Fig. 1: cell classes on the final placement
The bar under the picture is 20 um long. Fill, decap, tap and diode cells in grey.
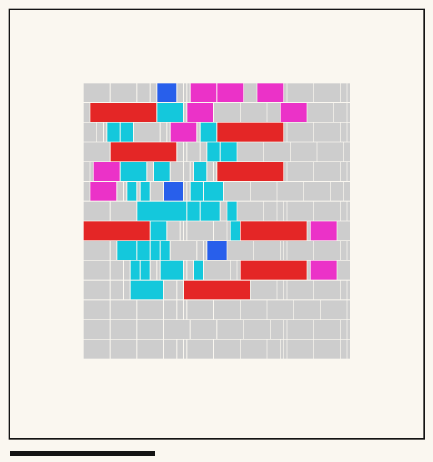
Fig. 2: cell sizes after repair
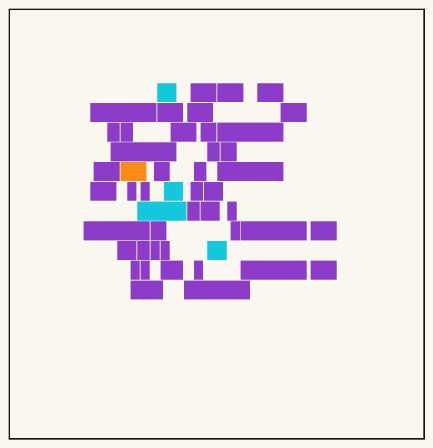
Fig. 3: local utilization
The die is cut into 11 by 12 equal tiles; white is low, dark blue is high, 0 to 100% covered.
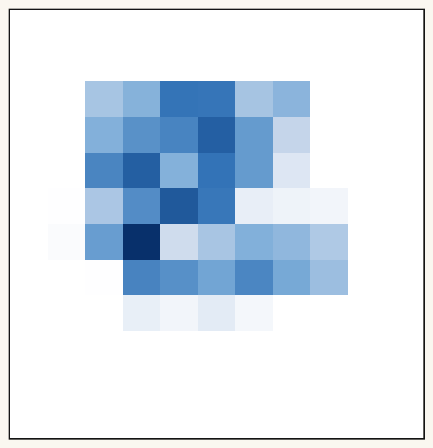
Fig. 4: pin placement
The bar under the picture is 20 um long. Pins as bars across the die edge, other pins in grey.
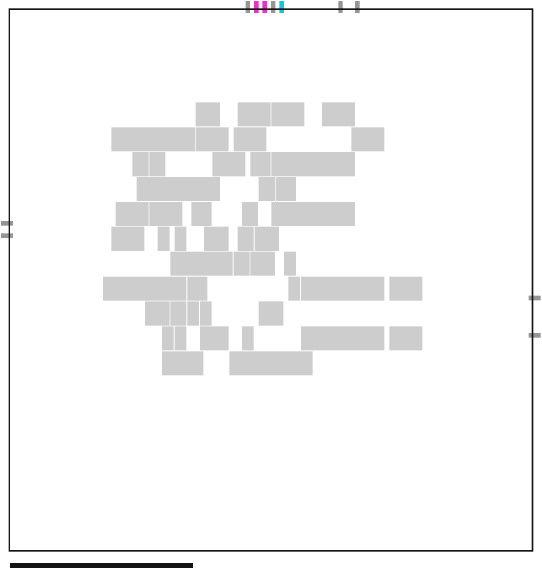
Design req_gnt_chan, sky130hd; sources not shown.
==> results.txt <==
Summary of the current implementation state.

- The flow ran to the end, and the final reports show no timing, DRC or antenna violations.
- Setup repair after global routing left no endpoint under its margin.
- The total via count in the routed design is 302, for reference.
- The global routing report lists combined usage of all routing layers as 5.56%.
- The combinational share of power is 15.5%, for reference.
- The power after layout is between 300 and 400 uW, for reference.
- The highest signal layer in the routed design is met4, for reference.
- The worst slew margin relative to its limit is 76.0%, for reference.
- The number of design rule violations left after detail routing is 0, for reference.
- The maximum net fanout on the critical path is 1, for reference.
- Buffers inserted during clock tree synthesis total 3.
- The HPWL after detailed placement is 632 um, for reference.
- The number of cells on the worst reg-to-reg path is 4.
- The total cell area reported by yosys after synthesis is roughly 390 um^2, for reference.
- The per-instance average area after synthesis is 10.5 um^2, for reference.
- The number of hold-repair buffers added at the cts stage is 0, for reference.
- The largest delay contributor family on the critical path is buffers and inverters, for reference.
- Counting I/O delays and the setup requirement, the final critical path takes around 1800 ps.
- The post-synthesis cell area is 388 um^2, for reference.
- Walking the worst path, the cells encountered are clkdlybuf4s50_1.
- The first global-routing pass estimated 1.44 mm of wire.
- The fraction of the cycle the final worst path needs is between 70% and 80%, for reference.
- The gate-level netlist out of Yosys references 19 unique cell types.
- The clock network fraction of total power is between 30% and 40%, for reference.
- The cell-mix breakdown from Yosys lists the compound-gate area share as 16.1%.
- The global routing met2 resource utilization is 8.84%, for reference.
- The arrival time at the worst endpoint is 1100 ps, for reference.
- No sink is reached through more buffers than the 2 on the longest clock path.
- The power dissipated by switching net loads is 74.8 uW, for reference.
- The average wire length per cell after detail routing is roughly 12 um, for reference.
- Counting every instance in the synthesized netlist gives 37.
- The placed instance area is 497 um^2, for reference.
- Per the CTS log, the maximum H-tree level is 1.
- In the final timing run, aggregate negative setup slack is 0 ps.
- The initial DRC count is 3, for reference.
- By area, the combinational part of the netlist is dominated by simple AND/OR/NAND/NOR gates.
- The synthesized-area fraction occupied by and/or/nand/nor cells is around 23%, for reference.
- The most common cell after layout, fill and taps aside is sky130_fd_sc_hd__clkdlybuf4s50_1, for reference.
- The initial antenna violation count is 0, for reference.
- The placer congestion estimate is 0.683, for reference.
- The count of warnings emitted by yosys is 0, for reference.
- The proportion of total power due to net switching is 24.3%, for reference.
- The slowest stage cell on the critical path is sky130_fd_sc_hd__clkdlybuf4s50_1, for reference.
- The number of buffers added for setup after CTS is 0, for reference.
- In this run the maximum-capacitance check reported violations numbering 0.
- The hold violation count in the final report is 0, for reference.
- The overall chip area is 3360 um^2, for reference.
- For this run, the script counts the antenna cells in the layout as 0.
- The number of cells on the worst hold path is listed as 2.
- The peak-usage layer in the global routing report is met2, for reference.
- STA classifies the critical path startpoint as a flip-flop.
- The count of cells in the finished layout, fillers not included, comes to 65.
- The global routing usage on met1 is 5.54%, for reference.
- Per the final report, max-transition violations number 0.
- According to the hold report, the worst path is of the reg -> reg type.
- The worst stage delay on the critical path is 540 ps, for reference.
- The net count of the finished layout is between 50 and 60.
- The cell leakage power is roughly 0.22 nW, for reference.
- 11 I/O pins were placed.
- The met3 usage in global routing is 1.50%, for reference.
- The post-cts repair resize count is 0, for reference.
- The OpenROAD warning count is 26, for reference.
- For the worst-skew pair, the clock arrives at the later sink with an insertion delay of 260 ps.
- Per the synth log, the flip-flop and latch total comes to 8.
- The total detailed-routing wirelength is 782 um, for reference.
- The total congestion overflow is 0, for reference.
- After synthesis, flip-flops and latches occupy roughly 52% of the total area.
- Registers are responsible for 49.0% of the overall power.
- On the worst setup and hold paths after CTS, the clock-pin slew comes to approximately 60 ps.
## Picture notes: Fig. 1
clock drivers -> blue  # cells 3, share of their area 4.5%
other buffers and delay cells -> magenta  # cells 10, share of their area 20%
combinational and other logic -> cyan  # cells 28, share of their area 35%
flops -> red  # cells 8, share of their area 40%
finished layout cell area: 519 um^2
core utilization of the finished layout: 37.1%
fraction of area in registers: 38.6%
Core Rows: 14
Core Footprint: 1400 um^2

## Picture notes: Fig. 2
_2 cells -> orange  # cells 1, most used a21bo_2
_0 and _1 cells -> purple  # cells 44, most used clkdlybuf4s50_1
_3 and _4 cells -> cyan  # cells 4, most used clkbuf_4
Area Growth Syn to Fin: 33.9%
count of plain and timing-repair buffers in the layout: 10
final worst slack: 506 ps

## Picture notes: Fig. 3
nearly empty tiles = 67%
mean over tiles = 15%
fullest tile = 100%
densest ninth of the die = centre
emptiest ninth of the die = lower right
effective utilization at floorplan: 27.7%

## Picture notes: Fig. 4
clk -> cyan  # pins 1, direction input, edge top
fail_code -> magenta  # pins 2, direction output, edge top
all pins by edge = 7 top, 2 right, 2 left
I/O Buffers: 10
Horiz. Die Dim: 57 um

## synth_stat cells
library cell	count	share of area, %
sky130_fd_sc_hd__and3_1	1	1.6
sky130_fd_sc_hd__a21bo_1	1	2.6
sky130_fd_sc_hd__xnor2_1	1	2.3
sky130_fd_sc_hd__buf_6	1	2.9
sky130_fd_sc_hd__a21oi_1	5	6.5
sky130_fd_sc_hd__a21bo_2	1	2.6
sky130_fd_sc_hd__dfrtp_1	8	52
sky130_fd_sc_hd__o21ai_0	1	1.3
sky130_fd_sc_hd__nor2_1	3	2.9
sky130_fd_sc_hd__nor3b_1	1	1.9
sky130_fd_sc_hd__and2b_1	1	1.9
sky130_fd_sc_hd__inv_1	1	0.97
sky130_fd_sc_hd__a21o_1	1	1.9
sky130_fd_sc_hd__nand2b_1	2	3.2
sky130_fd_sc_hd__ha_1	1	3.2
sky130_fd_sc_hd__nand2_1	5	4.8
sky130_fd_sc_hd__nor3b_4	1	4.8
sky130_fd_sc_hd__o21ai_1	1	1.3
sky130_fd_sc_hd__nor2b_1	1	1.6
## power groups by stage
stage / clock network, mW / registers (mW) / logic, mW
2_1_floorplan: 0 / 0.154 / 0.0241
3_3_place_gp: 0 / 0.153 / 0.0480
3_5_place_dp: 0 / 0.153 / 0.0488
4_1_cts: 0.113 / 0.151 / 0.0487
5_1_grt: 0.123 / 0.152 / 0.0534
6_report: 0.109 / 0.151 / 0.0476
## area by class of cell
cell class / count / area [um^2]
repair buffers: 10 / 100
clock buffers: 3 / 22.5
fillers: 151 / 882
flip-flops and latches: 8 / 200
multi-input cells: 27 / 173
inverters: 1 / 3.75
well taps: 16 / 20.0
## through the flow
stage	hold WS (ps)	setup WS [ps]
2_1_floorplan	394	1080
3_3_place_gp	515	502
3_5_place_dp	529	472
4_1_cts	542	489
5_1_grt	599	443
6_report	548	506
Power is estimated from default activity; no workload was simulated.
